### Met1 routing, run 1

Supply wires on this layer in gray.
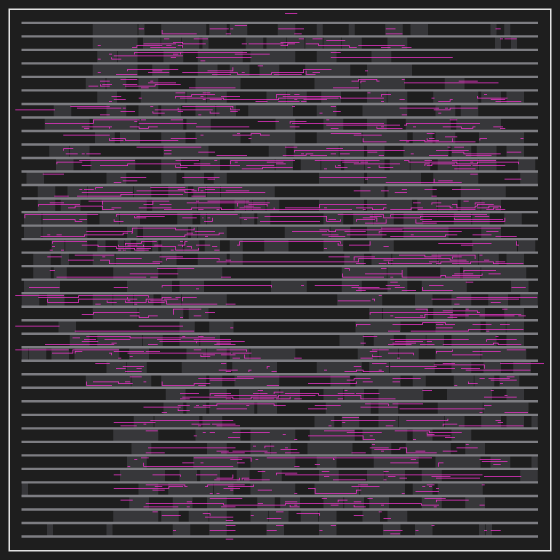
### M2 wires, run 1

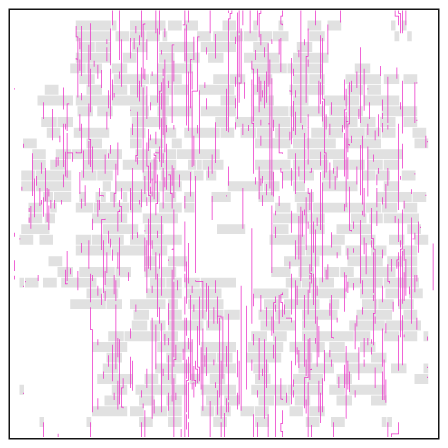
### Register map, names as in the netlist, run 1

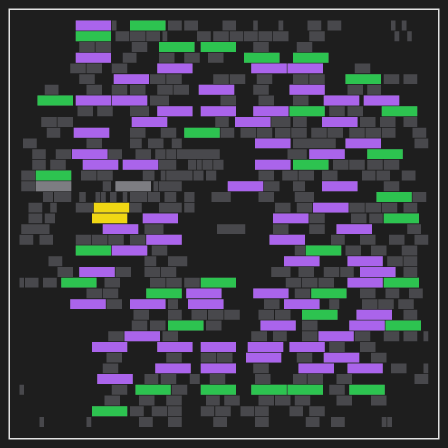
Design fifo_stream_drain, sky130hd; sources not shown.
==> impl_metrics.csv, run 1 <==
group,metric,value,unit
run_status,status,"complete, no violations",
place,place_congestion,0.708,
yosys,async_reset_ff_share,100,%
yosys,ys_sh_aoi,0.203,%
finish,seqCellArea,2500,µm²
yosys,ys_sh_simple,1.42,%
detailed_routing,dr.max_layer_used,"met4",
clock_tree,h-tree-depth,3,
yosys,synth_area,4930,µm²
finish,buffers,82,
clock_tree,cts_buffers,9,
clock_tree,clock_sinks,100,
clock_tree,cts.path.max_buffers,2,
yosys,syn_inst,349,
final_timing,tightest_slew,0.664,ns
finish,layout_top_cell,"mux2_2",
global_route,grt_util_all_layers,15.1,%
critical_path,slowest_delay,0.53,ns
place,port_buffers,71,
floorplanning,ios,88,
clock_tree,clkTransAtPathRegs,0.09,ns
power,p_comb_share,46.7,%
final_timing,max_freq,283,MHz
power,seqPwrFrac,37.2,%
yosys,synthTopCellsByCount,"155 x mux2_2, 100 x dfrtp_1, 51 x buf_4, 8 x buf_2, 5 x mux2_1",
floorplanning,dieWidth,109,µm
global_route,grt_remaining_overflow,0,
finish,largest_reg_flops,64,
power,p_switching,1.67,mW
yosys,synthTopCellsByArea,"dfrtp_1 51%, mux2_2 35%, buf_4 7.8%",
detailed_routing,wl_met3,328,µm
global_route,grt.busiest_layer,"met2",
global_route,met3_usage,2.99,%
yosys,yosys-stat-cells,349,
power,p_seq,1.68,mW
Notes on 'Met1 routing' above:
longest straight run: 39.6 µm
wire length on this layer: 3910 µm
share of all routed wire: 47%
main direction: horizontal
overall routed net length: 8.34 mm
routed via count: 2650
met1 usage: 20.3%

Notes on 'M2 wires' above:
main direction: vertical
wire length on this layer: 4010 µm
nets with wire on the layer: 394
longest straight run: 33.3 µm
met2 Resource Use GR: 24.6%

Notes on 'Register map, names as in the netlist' above:
[purple] `r_buf` | sequential cells: 64 | where: all over the die
[green] `m_data` | sequential cells: 32 | where: all over the die
[yellow] `r_occ` | sequential cells: 2
not colored: 2
final core occ: 53.9%
sequential cell area share: 43.2%

==> run 2: changes to the inputs <==
--- a/config.mk
+++ b/config.mk
@@ -6,12 +6,15 @@
 export NUM_CORES = 1
 export LEC_CHECK = 0
 export CAP_MARGIN = 10
+export CELL_PAD_IN_SITES_DETAIL_PLACEMENT = 0
+export CELL_PAD_IN_SITES_GLOBAL_PLACEMENT = 1
 export CORE_MARGIN = 2
 export CORE_UTILIZATION = 45
 export CTS_BUF_LIST = sky130_fd_sc_hd__clkbuf_2 sky130_fd_sc_hd__clkbuf_4 sky130_fd_sc_hd__clkbuf_8
 export CTS_CLUSTER_DIAMETER = 30
 export DETAILED_ROUTE_END_ITERATION = 7
-export PLACE_DENSITY = 0.72
+export PLACE_DENSITY = 0.85
+export REMOVE_ABC_BUFFERS = 1
 export SETUP_SLACK_MARGIN = 0.3
 export SYNTH_ARGS = -nofsm -noshare
 export SYNTH_HDL_FRONTEND = slang
==> impl_metrics.csv, run 2 <==
group,metric,value,unit
final_timing,max_freq,282,MHz
clock_tree,cts.path.max_buffers,2,
global_route,grt_util_all_layers,15.2,%
floorplanning,dieWidth,109,µm
place,port_buffers,71,
global_route,grt.busiest_layer,"met2",
yosys,synthTopCellsByCount,"155 x mux2_2, 100 x dfrtp_1, 51 x buf_4, 8 x buf_2, 5 x mux2_1",
critical_path,slowest_delay,0.55,ns
power,p_seq,1.68,mW
yosys,synthTopCellsByArea,"dfrtp_1 51%, mux2_2 35%, buf_4 7.8%",
finish,seq_share,43.5,%
yosys,async_reset_ff_share,100,%
power,p_comb_share,47.3,%
final_timing,tightest_slew,0.660,ns
clock_tree,clkTransAtPathRegs,0.08,ns
clock_tree,cts_buffers,9,
yosys,yosys-stat-cells,349,
finish,seqCellArea,2500,µm²
global_route,grt_remaining_overflow,0,
yosys,yosys-mux-area-fraction,36.5,%
yosys,ys_sh_aoi,0.203,%
run_status,status,"complete, no violations",
clock_tree,h-tree-depth,3,
detailed_routing,dr.max_layer_used,"met4",
critical_path,cp.depth,4,
final_timing,hold_violations,0,
yosys,ys_sh_simple,1.42,%
place,place_congestion,0.706,
finish,clock_cell_area_share,3.59,%
power,p_switching,1.64,mW
finish,largest_reg_flops,64,
detailed_routing,wl_met3,373,µm
finish,buffers,80,
power,seqPwrFrac,37.6,%
yosys,synth_area,4930,µm²
global_route,met3_usage,4.18,%
final_timing,fin_setup_tns,0,ns
finish,postLayoutCoreUtil,53.6,%
clock_tree,clock_sinks,100,
### Met1 routing, run 2

Supply wires on this layer in gray.
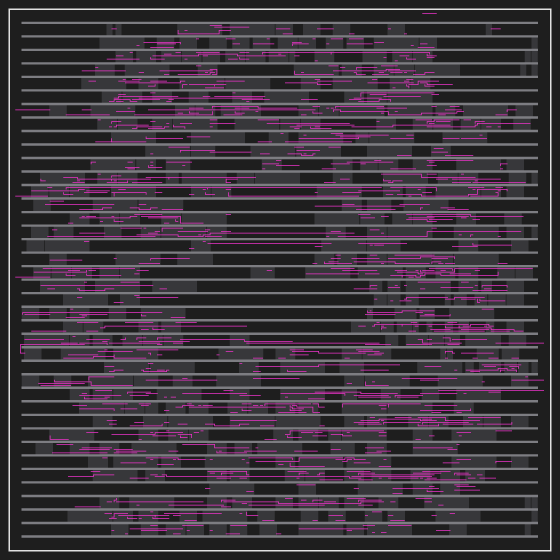
longest straight run: 63.5 µm
wire length on this layer: 3750 µm
main direction: horizontal
share of all routed wire: 46%
overall routed net length: 8.22 mm
routed via count: 2651
met1 usage: 19.2%

### M2 wires, run 2

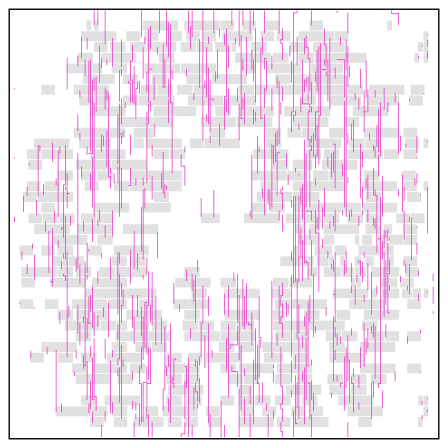
wire length on this layer: 4000 µm
nets with wire on the layer: 394
met2 Resource Use GR: 25.1%

==> run 3: changes to the inputs <==
--- a/config.mk
+++ b/config.mk
@@ -8,10 +8,12 @@
 export CAP_MARGIN = 10
 export CELL_PAD_IN_SITES_DETAIL_PLACEMENT = 0
 export CELL_PAD_IN_SITES_GLOBAL_PLACEMENT = 1
+export CORE_ASPECT_RATIO = 1.2
 export CORE_MARGIN = 2
 export CORE_UTILIZATION = 45
-export CTS_BUF_LIST = sky130_fd_sc_hd__clkbuf_2 sky130_fd_sc_hd__clkbuf_4 sky130_fd_sc_hd__clkbuf_8
+export CTS_BUF_LIST = sky130_fd_sc_hd__clkbuf_8
 export CTS_CLUSTER_DIAMETER = 30
+export CTS_CLUSTER_SIZE = 20
 export DETAILED_ROUTE_END_ITERATION = 7
 export PLACE_DENSITY = 0.85
 export REMOVE_ABC_BUFFERS = 1
==> impl_metrics.csv, run 3 <==
group,metric,value,unit
yosys,yosys-stat-cells,349,
detailed_routing,routed_wl,8.40,mm
global_route,grt_util_all_layers,15.4,%
finish,clock_cell_area_share,3.31,%
yosys,ys_sh_aoi,0.203,%
run_status,status,"complete, no violations",
global_route,grt.met2_usage,25.2,%
clock_tree,clock_sinks,100,
place,place_congestion,0.694,
yosys,yosys-mux-area-fraction,36.5,%
yosys,synthTopCellsByCount,"155 x mux2_2, 100 x dfrtp_1, 51 x buf_4, 8 x buf_2, 5 x mux2_1",
final_timing,fin_setup_tns,0,ns
final_timing,hold_violations,0,
detailed_routing,wl_met3,278,µm
finish,largest_reg_flops,64,
global_route,met3_usage,3.78,%
critical_path,slowest_delay,0.55,ns
clock_tree,clkTransAtPathRegs,0.09,ns
power,seqPwrFrac,37.9,%
finish,buffers,82,
detailed_routing,dr.max_layer_used,"met4",
yosys,synth_area,4930,µm²
critical_path,cp.depth,4,
yosys,async_reset_ff_share,100,%
### Register map, names as in the netlist, run 3

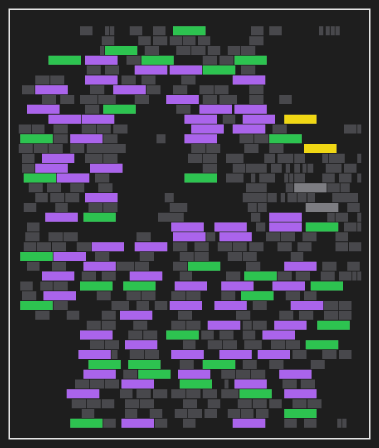
[purple] `r_buf` | sequential cells: 64 | where: all over the die
[green] `m_data` | sequential cells: 32 | where: all over the die
[yellow] `r_occ` | sequential cells: 2
sequential cell area share: 43.6%
P_seq: 1.68 mW
FF+latch area: 2500 µm²
final core occ: 54.0%

### Met1 routing, run 3

Supply wires on this layer in gray.
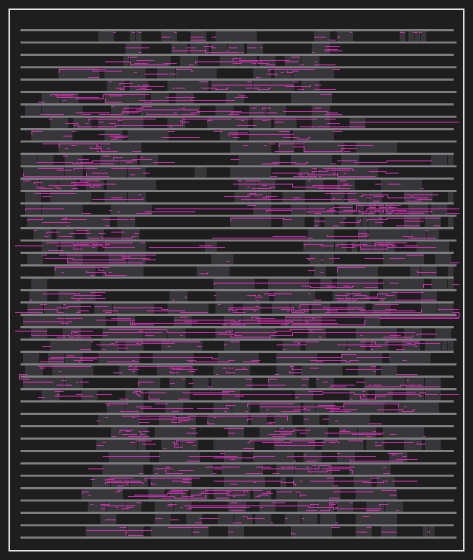
nets with wire on the layer: 377
wire length on this layer: 3730 µm
main direction: horizontal
longest straight run: 38.2 µm
met1 usage: 19.6%
routed via count: 2619

No activity file was given, so power comes from the tool's default toggle rates.
